`src/rtl/flip_engine.sv`:
```
// Resolves one Othello move: scans the eight rays from the placed disc one cell per
// cycle, accumulates captured cells in a flip mask, then writes the updated board.
module flip_engine (
  input  logic         clk,
  input  logic         resetn,
  input  logic         start,
  input  logic [2:0]   x,
  input  logic [2:0]   y,
  input  logic         player_black,
  input  logic [127:0] board_in,
  output logic [127:0] board_out,
  output logic [5:0]   flip_count,
  output logic         legal,
  output logic         busy,
  output logic         done
);

  typedef enum logic [1:0] {StIdle, StScan, StApply} state_e;

  localparam logic [1:0] CellBlack = 2'b11;
  localparam logic [1:0] CellWhite = 2'b10;

  state_e       r_state, w_state_nxt;
  logic [127:0] r_board, w_board_nxt;
  logic [2:0]   r_ox, w_ox_nxt;
  logic [2:0]   r_oy, w_oy_nxt;
  logic         r_black, w_black_nxt;
  logic [3:0]   r_px, w_px_nxt;
  logic [3:0]   r_py, w_py_nxt;
  logic [2:0]   r_dir, w_dir_nxt;
  logic [63:0]  r_pend, w_pend_nxt;
  logic [63:0]  r_mask, w_mask_nxt;
  logic [127:0] r_board_out, w_board_out_nxt;
  logic [5:0]   r_flip_count, w_flip_count_nxt;
  logic         r_legal, w_legal_nxt;
  logic         r_busy, w_busy_nxt;
  logic         r_done, w_done_nxt;

  logic [3:0]   w_dx, w_dy;
  logic [3:0]   w_nx, w_ny;
  logic         w_off;
  logic [5:0]   w_idx;
  logic [1:0]   w_cell;
  logic [1:0]   w_own, w_opp;
  logic [127:0] w_applied;
  logic [5:0]   w_pop;

  // Ray deltas as 4-bit two's complement; 4'b1111 is -1.
  always_comb begin
    w_dx = 4'd0;
    w_dy = 4'd0;
    unique case (r_dir)
      3'd0: begin w_dx = 4'd0;    w_dy = 4'b1111; end
      3'd1: begin w_dx = 4'd1;    w_dy = 4'b1111; end
      3'd2: begin w_dx = 4'd1;    w_dy = 4'd0;    end
      3'd3: begin w_dx = 4'd1;    w_dy = 4'd1;    end
      3'd4: begin w_dx = 4'd0;    w_dy = 4'd1;    end
      3'd5: begin w_dx = 4'b1111; w_dy = 4'd1;    end
      3'd6: begin w_dx = 4'b1111; w_dy = 4'd0;    end
      3'd7: begin w_dx = 4'b1111; w_dy = 4'b1111; end
      default: begin w_dx = 4'd0; w_dy = 4'd0;    end
    endcase
  end

  // Both 8 (7+1) and 15 (0-1) have bit 3 set, so bit 3 flags an off-board step.
  assign w_nx   = r_px + w_dx;
  assign w_ny   = r_py + w_dy;
  assign w_off  = w_nx[3] | w_ny[3];
  assign w_idx  = {w_ny[2:0], w_nx[2:0]};
  assign w_cell = r_board[{w_idx, 1'b0} +: 2];
  assign w_own  = r_black ? CellBlack : CellWhite;
  assign w_opp  = r_black ? CellWhite : CellBlack;

  always_comb begin
    w_applied = r_board;
    w_pop     = 6'd0;
    for (int i = 0; i < 64; i++) begin
      if (r_mask[i]) begin
        w_applied[2*i +: 2] = w_own;
      end
      w_pop = w_pop + 6'(r_mask[i]);
    end
  end

  always_comb begin
    w_state_nxt      = r_state;
    w_board_nxt      = r_board;
    w_ox_nxt         = r_ox;
    w_oy_nxt         = r_oy;
    w_black_nxt      = r_black;
    w_px_nxt         = r_px;
    w_py_nxt         = r_py;
    w_dir_nxt        = r_dir;
    w_pend_nxt       = r_pend;
    w_mask_nxt       = r_mask;
    w_board_out_nxt  = r_board_out;
    w_flip_count_nxt = r_flip_count;
    w_legal_nxt      = r_legal;
    w_busy_nxt       = r_busy;
    w_done_nxt       = 1'b0;

    unique case (r_state)
      StIdle: begin
        if (start) begin
          w_board_nxt = board_in;
          w_ox_nxt    = x;
          w_oy_nxt    = y;
          w_black_nxt = player_black;
          w_px_nxt    = {1'b0, x};
          w_py_nxt    = {1'b0, y};
          w_dir_nxt   = 3'd0;
          w_pend_nxt  = '0;
          w_mask_nxt  = '0;
          w_busy_nxt  = 1'b1;
          w_state_nxt = StScan;
        end
      end
      StScan: begin
        if (!w_off && (w_cell == w_opp)) begin
          w_pend_nxt[w_idx] = 1'b1;
          w_px_nxt          = w_nx;
          w_py_nxt          = w_ny;
        end else begin
          // Ray closed: only an own-colour cap commits the pending run.
          if (!w_off && (w_cell == w_own)) begin
            w_mask_nxt = r_mask | r_pend;
          end
          w_pend_nxt = '0;
          w_px_nxt   = {1'b0, r_ox};
          w_py_nxt   = {1'b0, r_oy};
          w_dir_nxt  = r_dir + 3'd1;
          if (r_dir == 3'd7) begin
            w_state_nxt = StApply;
          end
        end
      end
      StApply: begin
        w_board_out_nxt  = w_applied;
        w_flip_count_nxt = w_pop;
        w_legal_nxt      = (w_pop != 6'd0);
        w_done_nxt       = 1'b1;
        w_busy_nxt       = 1'b0;
        w_state_nxt      = StIdle;
      end
      default: begin
        w_state_nxt = StIdle;
        w_busy_nxt  = 1'b0;
      end
    endcase
  end

  always_ff @(posedge clk or negedge resetn) begin
    if (!resetn) begin
      r_state <= StIdle;
    end else begin
      r_state <= w_state_nxt;
    end
  end

  always_ff @(posedge clk or negedge resetn) begin
    if (!resetn) begin
      r_board      <= '0;
      r_ox         <= '0;
      r_oy         <= '0;
      r_black      <= 1'b0;
      r_px         <= '0;
      r_py         <= '0;
      r_dir        <= '0;
      r_pend       <= '0;
      r_mask       <= '0;
      r_board_out  <= '0;
      r_flip_count <= '0;
      r_legal      <= 1'b0;
      r_busy       <= 1'b0;
      r_done       <= 1'b0;
    end else begin
      r_board      <= w_board_nxt;
      r_ox         <= w_ox_nxt;
      r_oy         <= w_oy_nxt;
      r_black      <= w_black_nxt;
      r_px         <= w_px_nxt;
      r_py         <= w_py_nxt;
      r_dir        <= w_dir_nxt;
      r_pend       <= w_pend_nxt;
      r_mask       <= w_mask_nxt;
      r_board_out  <= w_board_out_nxt;
      r_flip_count <= w_flip_count_nxt;
      r_legal      <= w_legal_nxt;
      r_busy       <= w_busy_nxt;
      r_done       <= w_done_nxt;
    end
  end

  assign board_out  = r_board_out;
  assign flip_count = r_flip_count;
  assign legal      = r_legal;
  assign busy       = r_busy;
  assign done       = r_done;

endmodule
```
`config.mk`:
```
export PLATFORM = sky130hd
export DESIGN_NAME = flip_engine
export DESIGN_NICKNAME = d
export VERILOG_FILES = /design/src/rtl/flip_engine.sv
export SDC_FILE = /design/constraint.sdc
export NUM_CORES = 1
export LEC_CHECK = 0
export CAP_MARGIN = 20
export CORE_MARGIN = 2
export CORE_UTILIZATION = 40
export DETAILED_ROUTE_END_ITERATION = 10
export HOLD_SLACK_MARGIN = 0.05
export PLACE_DENSITY = 0.63
export SYNTH_ARGS = -nofsm -noshare
export SYNTH_HDL_FRONTEND = slang
export SYNTH_SLANG_ARGS = --single-unit
```
`constraint.sdc`:
```
create_clock -name clk -period 5.9 [get_ports clk]
set_clock_uncertainty 0.05 [all_clocks]
set_input_delay 1.77 -clock clk [delete_from_list [all_inputs] [get_ports clk]]
set_output_delay 1.77 -clock clk [all_outputs]
set_load 0.03 [all_outputs]
```
==> images/power_grid.png <==
Pins as bars on the die edge.
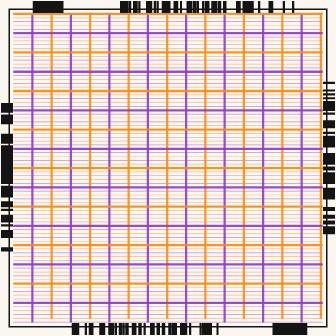
| net | colour |
|---|---|
| VSS | purple |
| VDD | orange |
met5 straps: 16
signal pins: 275
met1 rails: 81
rows: 80
met4 straps: 16
Die Wd: 223 um
die boundary height: 223 um
area inside the core boundary: 47500 sq um
VDD IR-drop max: 471 uV

==> images/placement_by_type.png <==
Scale bar: 50 um.
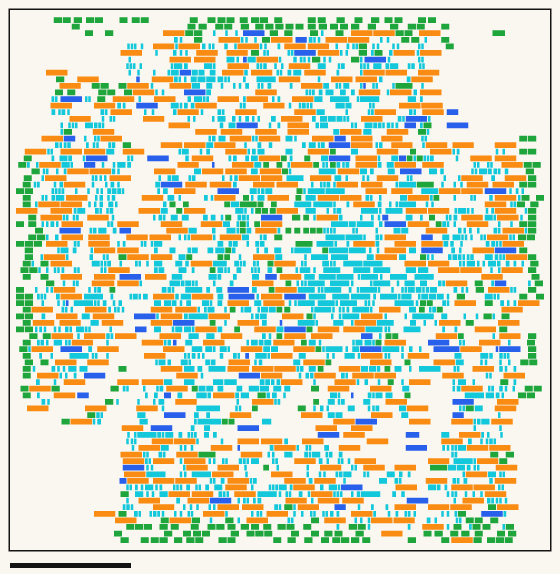
| class | colour | cells | share of their area |
|---|---|---|---|
| sequential cells | orange | 413 | 43% |
| combinational and other logic | cyan | 1453 | 36% |
| remaining buffers and delay cells | green | 358 | 14% |
| clock drivers and dummy loads | blue | 80 | 6.4% |

==> images/clk_routes.png <==
Scale bar: 50 um.
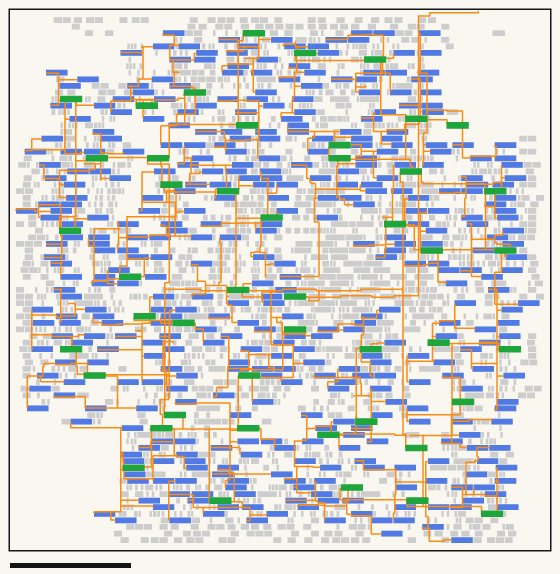
[clock wires] orange | length: 5680 um
[clock drivers] green | count: 46
[flip-flops] blue | count: 413
routed clock nets: 47
clock latency on the worst-skew pair: 600 ps
reported clock group power: 2.91 mW
clock network power share: 20.1%

==> flow_metrics.tcl <==
# collected from the flow reports
set metrics [dict create \
    layout_top_cells_excl_fill_tap "669 x nand2_1, 412 x dfrtp_1, 273 x clkdlybuf4s50_1, 134 x o21ai_0, 108 x inv_1" \
    viasPerCell 5.31 \
    global_route_wire_length_before_repair_mm 93.9 \
    grt.busiest_layer "met2" \
    rsz0062_at_grt "yes" \
    cp_cell_sequence "fa_1 > inv_2 > fa_1 > inv_2 > fa_2 > inv_2 > fa_2 > fa_2 > fa_1 > fa_2 > fa_1 > inv_2 > ha_4 > fa_2 > a21oi_2 > nor2_1 > nor2_1 > xor2_1 > a41oi_1" \
    max_clock_freq_ghz 0.167 \
    global_route_total_overflow 0 \
    fin_setup_tns_ps -136 \
    status "finished, violations left" \
    setup_violating_endpoint_count_in_the_final_report 2 \
    top_layer_used "met4" \
    worst_setup_hold_path_clk_slew_ps 60 \
    worst_path_most_repeated_cell "fa_2" \
    detailed_place.area_sq_um 23000 \
    mappedNetlistNets 2196 \
    post-place-ws_ps -227 \
    hold_path_startpoint "board_out[97]" \
    grtUsageMet3_pct 3.73 \
    dp_cells 2833 \
    failed_checks "setup timing" \
    postLayoutSetupSlackWorst_ps -80.2 \
    rr_endpoint "legal" \
    fin_crit_sh_pct 101 \
    power_switching_share_pct 45.8 \
    num-multi-input-gates 1331 \
    final.hold.worst_slack_ps 416 \
    num-fill-cells 4325 \
    synth.yosys.seq_area_share_pct 53.8 \
    floorplan.die_area_sq_um 49800 \
    cp-end-kind "flop" \
    diodes 1 \
    path_max_fanout 2 \
    switching_power_mw 6.64 \
    worst_slew_margin_rel_pct 22.2 \
    gpl.final_weighted_congestion 0.944 \
    synth.area.mux_share_pct 5.87 \
    grt_pass1_vias 15700 \
    seq_power_share_pct 28.9 \
    met3_wirelength_mm 3.84 \
    use_met2_pct 38.8 \
    area_share_clock_buf_inv_pct 6.21 \
    post_route_cells_drive_above_1_share_pct 9.29 \
    timing.final.hold_violations 0 \
    finish.net_count 2488 \
    post-synth-top-count-cell "nand2_1" \
    h-tree-depth 2 \
]
==> images/wires.png <==
Only two layers are drawn.
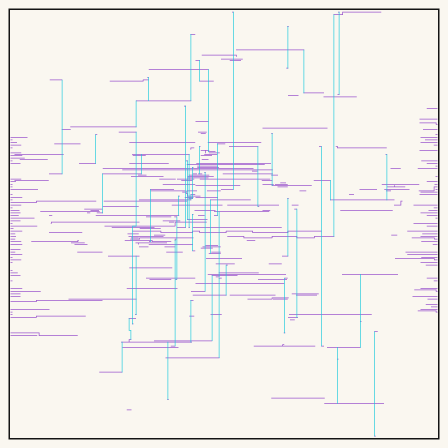
| layer | colour | wire length |
|---|---|---|
| metal 4 | cyan | 1710 um |
| metal 3 | purple | 3840 um |
WL/cell: 20.8 um
total detailed-routing wirelength: 60.7 mm
total number of vias: 15500
overall global routing resource usage: 24.6%

==> images/clocks.png <==
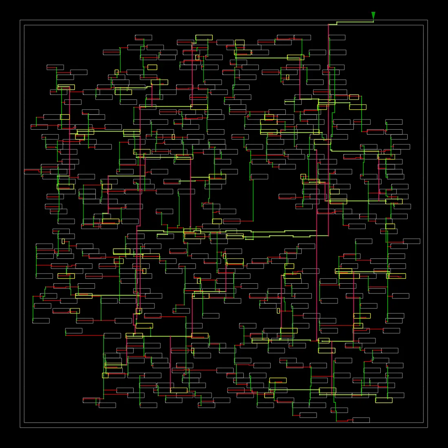
Flops: 413
clock buf count: 69

No activity file was given, so power comes from the tool's default toggle rates.
